$ cat config.mk
export PLATFORM = sky130hd
export DESIGN_NAME = pc_predict_unit
export DESIGN_NICKNAME = d
export VERILOG_FILES = /design/src/rtl/pc_predict_pkg.sv /design/src/rtl/bp_btb.sv /design/src/rtl/pc_predict_unit.sv
export SDC_FILE = /design/constraint.sdc
export NUM_CORES = 1
export LEC_CHECK = 0
export ABC_AREA = 1
export CORE_ASPECT_RATIO = 0.6
export CORE_MARGIN = 3
export CORE_UTILIZATION = 45
export DETAILED_ROUTE_END_ITERATION = 6
export PLACE_DENSITY = 0.58
export SLEW_MARGIN = 40
export SYNTH_ARGS = -nofsm -noshare
export SYNTH_HDL_FRONTEND = slang
export SYNTH_SLANG_ARGS = --single-unit
$ cat constraint.sdc
create_clock -name clk -period 4.8 [get_ports clk]
set_input_delay 0.48 -clock clk [delete_from_list [all_inputs] [get_ports clk]]
set_output_delay 0.48 -clock clk [all_outputs]
set_load 0.03 [all_outputs]
$ cat src/rtl/pc_predict_pkg.sv
// Shared definitions for the fetch-stage PC predictor: counter encodings and helpers.
package pc_predict_pkg;

  typedef logic [1:0] ctr_t;

  localparam ctr_t CtrSnt   = 2'b00;
  localparam ctr_t CtrWnt   = 2'b01;
  localparam ctr_t CtrWt    = 2'b10;
  localparam ctr_t CtrSt    = 2'b11;
  localparam ctr_t CtrAlloc = CtrWt;

  function automatic int unsigned clog2(input int unsigned v);
    int unsigned r;
    r = 0;
    for (int i = 0; i < 32; i++) begin
      if ((32'd1 << i) < v) r = i + 1;
    end
    return r;
  endfunction

endpackage

$ cat src/rtl/bp_btb.sv
// Direct-mapped branch target buffer with 2-bit saturating counters.
module bp_btb
  import pc_predict_pkg::*;
#(
  parameter int unsigned BTB_DEPTH = 16,
  parameter int unsigned WIDTH     = 32
) (
  input  logic             clk,
  input  logic             RST_n,
  input  logic [WIDTH-1:2] lookup_pc,
  output logic             pred_taken,
  output logic [WIDTH-1:0] pred_target,
  input  logic             upd_valid,
  input  logic [WIDTH-1:2] upd_pc,
  input  logic             upd_taken,
  input  logic [WIDTH-1:0] upd_target
);

  localparam int unsigned IDXW = clog2(BTB_DEPTH);
  localparam int unsigned TAGW = WIDTH - IDXW - 2;

  logic [BTB_DEPTH-1:0] valid_q;
  logic [TAGW-1:0]      tag_q [BTB_DEPTH];
  ctr_t                 ctr_q [BTB_DEPTH];
  logic [WIDTH-1:0]     tgt_q [BTB_DEPTH];

  logic [IDXW-1:0] l_idx, u_idx;
  logic [TAGW-1:0] l_tag, u_tag;
  logic            l_hit, u_hit;
  ctr_t            ctr_upd;

  assign l_idx = lookup_pc[IDXW+1:2];
  assign l_tag = lookup_pc[WIDTH-1:IDXW+2];
  assign u_idx = upd_pc[IDXW+1:2];
  assign u_tag = upd_pc[WIDTH-1:IDXW+2];

  // Lookup reads pre-update contents; an update at the same index shows next cycle.
  always_comb begin
    l_hit       = valid_q[l_idx] && (tag_q[l_idx] == l_tag);
    pred_taken  = l_hit && ctr_q[l_idx][1];
    pred_target = l_hit ? tgt_q[l_idx] : '0;
  end

  always_comb begin
    u_hit   = valid_q[u_idx] && (tag_q[u_idx] == u_tag);
    ctr_upd = ctr_q[u_idx];
    if (upd_taken) begin
      if (ctr_q[u_idx] != CtrSt) ctr_upd = ctr_q[u_idx] + 2'd1;
    end else begin
      if (ctr_q[u_idx] != CtrSnt) ctr_upd = ctr_q[u_idx] - 2'd1;
    end
  end

  always_ff @(posedge clk or negedge RST_n) begin
    if (!RST_n) begin
      valid_q <= '0;
    end else if (upd_valid && !u_hit && upd_taken) begin
      valid_q[u_idx] <= 1'b1;
    end
  end

  // Payload needs no reset: it is only observed behind a set valid bit.
  always_ff @(posedge clk) begin
    if (upd_valid) begin
      if (u_hit) begin
        ctr_q[u_idx] <= ctr_upd;
        if (upd_taken) tgt_q[u_idx] <= upd_target;
      end else if (upd_taken) begin
        tag_q[u_idx] <= u_tag;
        ctr_q[u_idx] <= CtrAlloc;
        tgt_q[u_idx] <= upd_target;
      end
    end
  end

endmodule

$ cat src/rtl/pc_predict_unit.sv
// Fetch-stage PC register with halt/stall hold, BTB-directed prediction and EX redirect.
module pc_predict_unit
  import pc_predict_pkg::*;
#(
  parameter int unsigned      WIDTH     = 32,
  parameter int unsigned      BTB_DEPTH = 16,
  parameter logic [WIDTH-1:0] RESET_PC  = '0,
  parameter int unsigned      INC       = 4
) (
  input  logic             clk,
  input  logic             RST_n,
  input  logic             contin,
  input  logic             sys,
  input  logic             notequal,
  input  logic             bubble,
  input  logic             redirect,
  input  logic [WIDTH-1:0] redirect_pc,
  input  logic             upd_valid,
  input  logic [WIDTH-1:0] upd_pc,
  input  logic             upd_taken,
  input  logic [WIDTH-1:0] upd_target,
  output logic [WIDTH-1:0] PC,
  output logic             pred_taken,
  output logic [WIDTH-1:0] pred_target,
  output logic             run,
  output logic [WIDTH-1:0] redirect_cnt
);

  localparam logic [WIDTH-1:0] IncW = WIDTH'(INC);

  logic [WIDTH-1:0] pc_q, pc_d;
  logic [WIDTH-1:0] cnt_q, cnt_d;

  bp_btb #(
    .BTB_DEPTH(BTB_DEPTH),
    .WIDTH    (WIDTH)
  ) u_btb (
    .clk        (clk),
    .RST_n      (RST_n),
    .lookup_pc  (pc_q[WIDTH-1:2]),
    .pred_taken (pred_taken),
    .pred_target(pred_target),
    .upd_valid  (upd_valid),
    .upd_pc     (upd_pc[WIDTH-1:2]),
    .upd_taken  (upd_taken),
    .upd_target (upd_target)
  );

  assign run = contin | ~(sys & notequal);

  // A redirect from EX wins over stall and halt so a mispredict is never lost.
  always_comb begin
    pc_d = pc_q + IncW;
    if (redirect) begin
      pc_d = redirect_pc;
    end else if (!run || bubble) begin
      pc_d = pc_q;
    end else if (pred_taken) begin
      pc_d = pred_target;
    end
  end

  always_comb begin
    cnt_d = cnt_q;
    if (redirect && !(&cnt_q)) cnt_d = cnt_q + 1'b1;
  end

  always_ff @(posedge clk or negedge RST_n) begin
    if (!RST_n) begin
      pc_q  <= RESET_PC;
      cnt_q <= '0;
    end else begin
      pc_q  <= pc_d;
      cnt_q <= cnt_d;
    end
  end

  assign PC           = pc_q;
  assign redirect_cnt = cnt_q;

endmodule

detail.png
Window x 203 to 228, y 118 to 143 µm. Cells in grey, sequential cells in the stronger grey; small squares are vias.
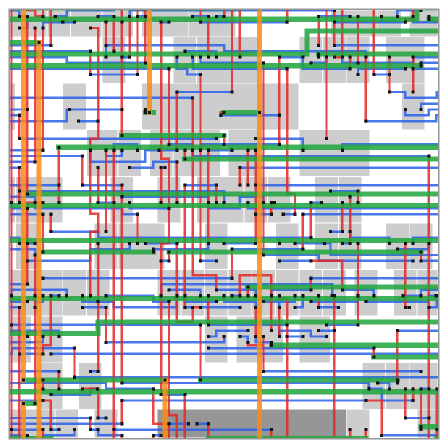
| layer | colour |
|---|---|
| metal 3 | green |
| metal 1 | blue |
| metal 4 | orange |
| metal 2 | red |
sequential cells in the window: 1
netlist names of flops here include: u_btb.tag_q (1)
most frequent: nand2_1 (29), nor2_1 (16), inv_1 (9)
cells with their middle in the window: 76

clocks.png
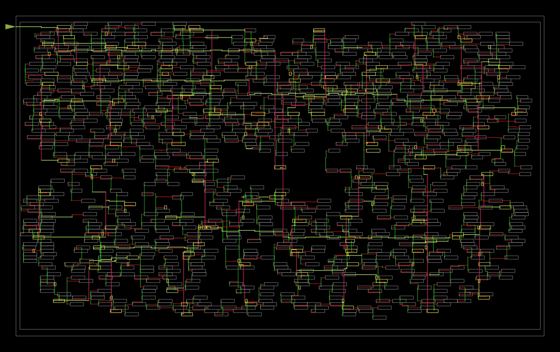
Max Clock Skew: 0.0201 ns
Clk. pwr: 8.14 mW
tally of clock buffers in the finished layout: 117
count of flip-flops and latches: 1040

==> flow_metrics.tcl <==
# flow metrics
set metrics [dict create \
    run_status "complete, no violations" \
    async_reset_ff_share_pct 7.69 \
    clockBufferDepth 3 \
    grt_util_all_layers_pct 28.7 \
    yosys-stat-area_um2 48600 \
    tritoncts.num_buffers 98 \
    floorplan.nets 5014 \
    cells_after_synthesis 4907 \
    synth.yosys.seq_area_share_pct 63.4 \
    drtPass1Iterations 5 \
    vdd.ir_drop.worst_v 0.000287 \
    timing.setup.tns_ns 0 \
    wirelength_mm 164 \
    synth_compound_gate_area_share_pct 9.92 \
    met2RoutedLength_mm 67.9 \
    worstSetupPathType "flip-flop to primary output" \
    grt_overflow 0 \
    area_delta_synth_final_pct 16.4 \
    final_net_count 5210 \
    drive_gt1_share_pct 8.18 \
    m1WireLength_mm 72.9 \
    gp_congestion 0.934 \
    rsz0062_at_grt "no" \
    floorplan.die.width_um 430 \
    cts.root.buffer_cell "clkbuf_16" \
    drcViolationCount 0 \
    hold-path-cell-count 1 \
    worstMarginPinSlew_ns 0.879 \
    post_synth_and_or_nand_nor_area_fraction_pct 18.9 \
    power_density_cells_nw_per_um2 403 \
    cts.reportedPaths.clkPinSlew_ns 0.07 \
    yosys.area_share.xor_xnor_pct 1.10 \
    post_cts.repair.setup_buffers 0 \
    worstRegToRegCells 17 \
    synth_largest_type_area_fraction_pct 59.3 \
    worstHoldPathType "input pin to flip-flop" \
    synthFlopType "edfxtp_1" \
    vias_after_detailed_routing 37900 \
    timing.slew.headroom_pct 41.2 \
    worst_hold_slack_ns 0.255 \
    total_non_filler_cell_area_in_the_finished_layout_um2 56600 \
    count_of_h_tree_levels_built_during_cts 3 \
    buffer_ports.inserted 200 \
    layout.cells.non_filler 6597 \
    antenna_violations_before_repair 5 \
    path_max_fanout 115 \
    clock_insertion_delay_at_the_later_pin_of_the_skew_report_ns 0.72 \
    power_mw 22.8 \
    avgViaCountPerCell 5.75 \
    ys_cells 4907 \
    area_leaders "edfxtp_1 (59%), nand2_1 (11%), dfrtp_1 (4.1%)" \
    placementRows 92 \
    synth.distinct_cells 46 \
    place_hpwl_mm 100 \
    hold_buffers 1 \
    grt_max_degree 146 \
    post-place-cells 6408 \
    yosys-dominant-comb-family "simple AND/OR/NAND/NOR gates" \
]
==> registers in the layout, indices dropped and copies added, names as in the netlist <==
name / count
u_btb.tgt_q: 512
redirect_cnt: 32
PC: 32
u_btb.tag_q: 416
u_btb.valid_q: 16
u_btb.ctr_q: 32
==> final timing paths <==
kind	start	end	slack [ns]
max	PC[2]$_DFFE_PN0P_	pred_target[29]	0.25
max in group asynchronous	RST_n	PC[2]$_DFFE_PN0P_	3.31
min reg2reg	u_btb.valid_q[11]$_DFFE_PN0P_	u_btb.valid_q[11]$_DFFE_PN0P_	0.47
min	upd_pc[10]	u_btb.tag_q[5][4]$_DFFE_PP_	0.26
min in group asynchronous	RST_n	redirect_cnt[2]$_DFFE_PN0P_	0.32
max reg2reg	PC[2]$_DFFE_PN0P_	PC[30]$_DFFE_PN0P_	0.61
==> where the power goes <==
group	total, mW	internal [mW]	switching (mW)
clock network	8.14	4.60	3.54
registers	10.3	10.1	0.202
logic	4.39	1.31	3.08
total	22.8	16.0	6.82
==> metal layers <==
layer / vias to the layer above / global-route usage [%]
li1: 17200 / -
met1: 18300 / 44.6
met2: 2212 / 40.2
met3: 255 / 6.13
met4: 4 / 8.13
met5: - / 0
==> area by class of cell <==
type                    count  area, µm²
diodes                      2       5.00
clock buffers             117       2580
clock inverters            65        704
fillers                  9398      49500
inverters                 465       1790
multi-input cells        3123      14800
flip-flops and latches   1040      30800
well taps                1410       1760
repair buffers            374       4120
repair inverters            1       11.3
==> worst max-delay path: stages (launching register included) <==
cell       delay [ns]
dfrtp_4          0.55
buf_4            0.25
bufbuf_16        0.45
buf_12           0.47
nand2_1          0.10
a32o_1           0.29
nand2_1          0.08
o31ai_1          0.07
a31oi_1          0.57
inv_1            0.10
nor2_1           0.22
buf_12           0.15
No activity file was given, so power comes from the tool's default toggle rates.
